## src/rtl/clk_div_bank.sv

```systemverilog
// clk_div_bank: bank of NCH glitch-free programmable clock dividers with shadowed divide values
// Ports: int_clk/rst_n (async active-low) clock and reset; ch_en per-channel run enable;
//   cfg_wr/cfg_ch/cfg_div write a new divide value into a channel's shadow; cfg_ack one cycle later;
//   div_clk_o divided clocks, period 2*(div+1); pend_o shadow-waiting flags;
//   tick_o rising-edge pulses, present only when CLK_DIV_TICK_EN is defined.
module clk_div_bank #(
  parameter int NCH = 4,
  parameter int DW = 8,
  parameter int DIV_RST = 3,
  localparam int CHW = $clog2(NCH)
) (
  input  logic           int_clk,
  input  logic           rst_n,
  input  logic [NCH-1:0] ch_en,
  input  logic           cfg_wr,
  input  logic [CHW-1:0] cfg_ch,
  input  logic [DW-1:0]  cfg_div,
  output logic           cfg_ack,
  output logic [NCH-1:0] div_clk_o,
  output logic [NCH-1:0] pend_o
`ifdef CLK_DIV_TICK_EN
  ,
  output logic [NCH-1:0] tick_o
`endif
);
  always_ff @(posedge int_clk or negedge rst_n)
    if (!rst_n) cfg_ack <= 1'b0;
    else cfg_ack <= cfg_wr;
  for (genvar i = 0; i < NCH; i++) begin : g_ch
    logic [DW-1:0] cnt, div_a, div_s;
    logic q, pend, run, hit, bnd, wr_hit;
    // a disabled channel keeps running until its high phase ends, so no runt pulse
    assign run = ch_en[i] | q;
    assign hit = run && cnt == div_a;
    // boundary: the falling toggle, or any cycle spent parked low
    assign bnd = (hit && q) || (!ch_en[i] && !q);
    // out-of-range channel numbers never match any channel, so they only ack
    assign wr_hit = cfg_wr && cfg_ch == CHW'(i);
    always_ff @(posedge int_clk or negedge rst_n)
      if (!rst_n) begin
        cnt <= '0;
        q <= 1'b0;
        div_a <= DW'(DIV_RST);
        div_s <= DW'(DIV_RST);
        pend <= 1'b0;
      end else begin
        cnt <= (hit || !run) ? '0 : cnt + 1'b1;
        q <= q ^ hit;
        // a write landing on a boundary lets the old shadow load and keeps pend for the new one
        div_a <= (bnd && pend) ? div_s : div_a;
        div_s <= wr_hit ? cfg_div : div_s;
        pend <= wr_hit || (pend && !bnd);
      end
    assign div_clk_o[i] = q;
    assign pend_o[i] = pend;
`ifdef CLK_DIV_TICK_EN
    logic tk;
    always_ff @(posedge int_clk or negedge rst_n)
      if (!rst_n) tk <= 1'b0;
      else tk <= hit && !q;
    assign tick_o[i] = tk;
`endif
  end
endmodule

```

## config.mk

```make
export PLATFORM = sky130hd
export DESIGN_NAME = clk_div_bank
export DESIGN_NICKNAME = d
export VERILOG_FILES = /design/src/rtl/clk_div_bank.sv
export SDC_FILE = /design/constraint.sdc
export NUM_CORES = 1
export LEC_CHECK = 0
export ABC_AREA = 1
export CORE_AREA = 8 8 130 132
export DETAILED_ROUTE_END_ITERATION = 12
export DIE_AREA = 0 0 138 140
export GPL_ROUTABILITY_DRIVEN = 0
export MAX_ROUTING_LAYER = met4
export PLACE_DENSITY_LB_ADDON = 0.12
export RECOVER_POWER = 100
export SYNTH_ARGS = -nofsm -noshare
export SYNTH_HDL_FRONTEND = slang
export SYNTH_SLANG_ARGS = --single-unit
```

## constraint.sdc

```tcl
create_clock -name int_clk -period 1.4 [get_ports int_clk]
set_clock_uncertainty 0.15 [all_clocks]
set_input_delay 0.28 -clock int_clk [delete_from_list [all_inputs] [get_ports int_clk]]
set_output_delay 0.28 -clock int_clk [all_outputs]
set_load 0.05 [all_outputs]
```

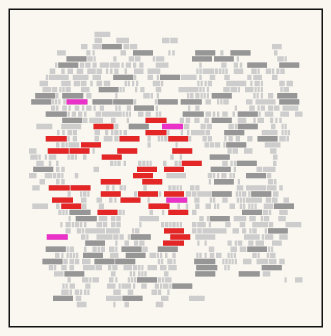
**Above:** sequential cells coloured by netlist name.
legend:
  g_ch.pend:
    colour: magenta
    placed_flops: 4
  g_ch.div_s:
    colour: red
    placed_flops: 32

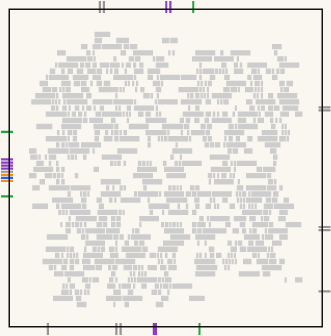
**Above:** pin placement.
Pins as bars across the die edge, other pins in grey.
legend:
  cfg_wr:
    colour: blue
    pins: 1
    direction: input
    edge: west
  cfg_div:
    colour: purple
    pins: 8
    direction: input
    edge: 4 west, 2 south, 2 north
  pend_o:
    colour: green
    pins: 4
    direction: output
    edge: 2 west, 1 north, 1 south
  cfg_ch:
    colour: orange
    pins: 2
    direction: input
    edge: west
all pins by edge: 10 west, 6 south, 5 north, 5 east

==> results.ini <==
[power]
leakagePower_nw=3.45
power.density_nw_per_um2=1990
power.share.combinational=0.475
pg_comb_mw=6.66
clockPowerShare=0.184
intPower_mw=8.79
swShare=0.374
irDropWorstVdd_mv=1.05
p_clk_mw=2.59
power-top-group=combinational logic
power_frac_seq=0.341

[routing]
wl_met2_um=5950
wl_met3_um=383
dr.max_layer_used=met4
vias_per_cell=4.51
drtIter0Drc=202
detail-route-antenna-nets=0
routed_wl_um=11900

[setup_path]
startpoint=g_ch[2].div_a[1]
r2r-end=g_ch[2].cnt[3]
critPathTopFamily=flip-flops
r2r_setup_slack_ns=-0.25
worst-setup-path-type=flip-flop to flip-flop
cp.depth=10
critPathLaunchType=flip-flop
crit_required_ns=1.53
crit_slowest_cell=dfstp_2
path_buffers=3
worstPathMaxFanout=6
reg2regPathDepth=10
cpMostUsedCell=nand2_2

[yosys]
ys_warn_count=0
ys_types=26
adder_share=0.00992
xor_area_frac=0.0330
ys_seq_share=0.525
ys_chip_area_um2=5050
synth_area_um2=5050
aoi_share=0.0446
mux_share=0
ys_ff=105
synth_cells=587
synth.avg_cell_area_um2=8.60
netlist_logic_family_top=simple AND/OR/NAND/NOR gates

[place]
post-place-cells=853
place_hpwl_um=7980
placed_area_um2=6110

[finish]
n_sequential_cell=105
top_regs=g_ch.cnt: 32 flops, g_ch.div_a: 32 flops, g_ch.div_s: 32 flops
final_cell_count_no_fill=906
fillers=1449
nMultiInputCombCells=394
comb_share=0.331
buffers=137
areaGrowthSynthToFinish_pct=39.9
lay_top_count=nand2_1
logic_area_um2=2340
clock_area_frac=0.0424
final_layout_size_suffix_gt1_frac=0.380
n_clock_buffer=12
post-route-util=0.475
antenna_cells=0
n_all_inverters=66
largest_cell_class=flip-flops and latches

[floorplanning]
num_rows=45
chipWidth_um=138
core_area_um2=14900
die_h_um=140
ios=26

[job]
cap_violations=0
tool_warnings=29

[grt]
grt_pass1_vias=4093
overflow=0
antenna_found_initial=0
grt.busiest_layer=met2
grt_use_met3=0.0345
grt_pass1_wl_um=19600
grt_usage=0.126

[timing]
worst_pin_slew_ns=0.478
final_max_slew_viol_count=0
setup_tns_ns=-11.98
setup_ws_ns=-0.252
period_used_share=1.18
relSlewSlack=0.681
fin_crit_ns=1.65
grt_setup_unrepaired=true
holdWs_ns=0.244
finalSetupViolCount=76
hold_viol_final=0
fmax_mhz=605

[clock_network]
clock.latency.late_pin_ns=0.35
cts-resized-gates=52
cts_buffers=9
htreeDepth=3
postCtsSetupRepairBufs=17
cts.path.max_buffers=2

[outcome]
violations=setup timing
status=complete, but fails checks

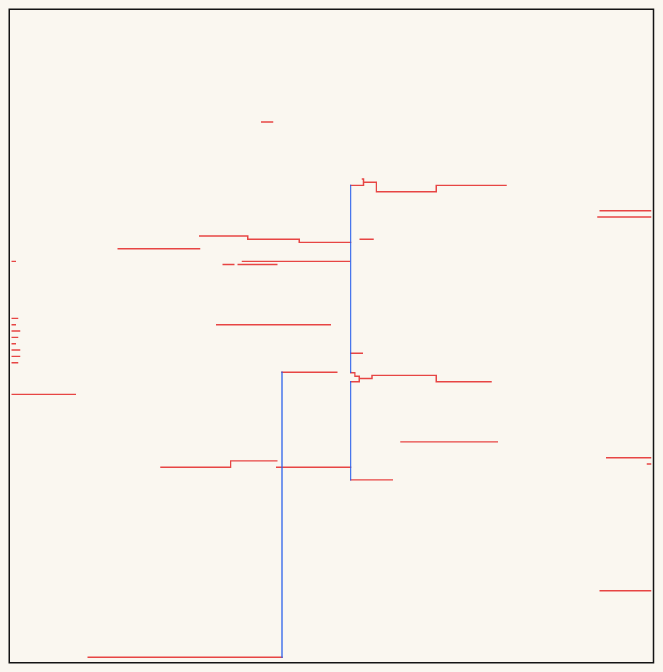
**Above:** wiring by layer.
Only two layers are drawn.
legend:
  metal 4:
    colour: blue
    wire_length: 122 µm
  metal 3:
    colour: red
    wire_length: 383 µm

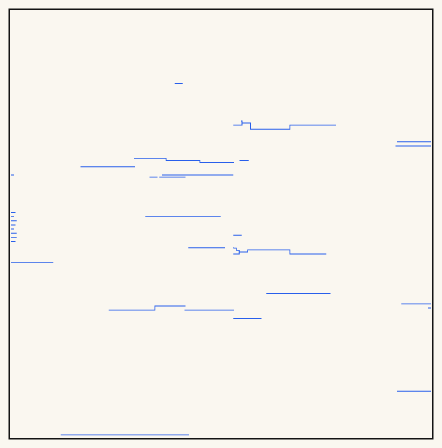
**Above:** metal 3.
nets with wire on the layer: 24
wire length on this layer: 383 µm
longest straight run: 41.6 µm
main direction: horizontal
share of all routed wire: 3.2%

## Yosys cell counts
master    count  area, µm²
ha_1          4       50.1
inv_1        62        233
nand3_1      12       60.1
nor2_2        7       43.8
nor3_1        6       30.0
clkbuf_1      4       15.0
nor2_1       33        124
buf_4        11       82.6
nand2_2       3       18.8
nand2_4       4       45.0
a21oi_1      12       60.1
clkbuf_8      1       13.8
buf_12        3       60.1
inv_2         4       15.0
or2_2         4       25.0
xor2_1        7       61.3
nand4_1      35        219
nor3b_1      13       97.6
dfstp_2      16        420
buf_2         2       10.0
buf_6         3       33.8
o21ai_0      33        165
nand3_4       4       70.1
dfrtp_1      89       2230
nand2_1     203        762
xnor2_1      12        105
No activity file was given, so power comes from the tool's default toggle rates.
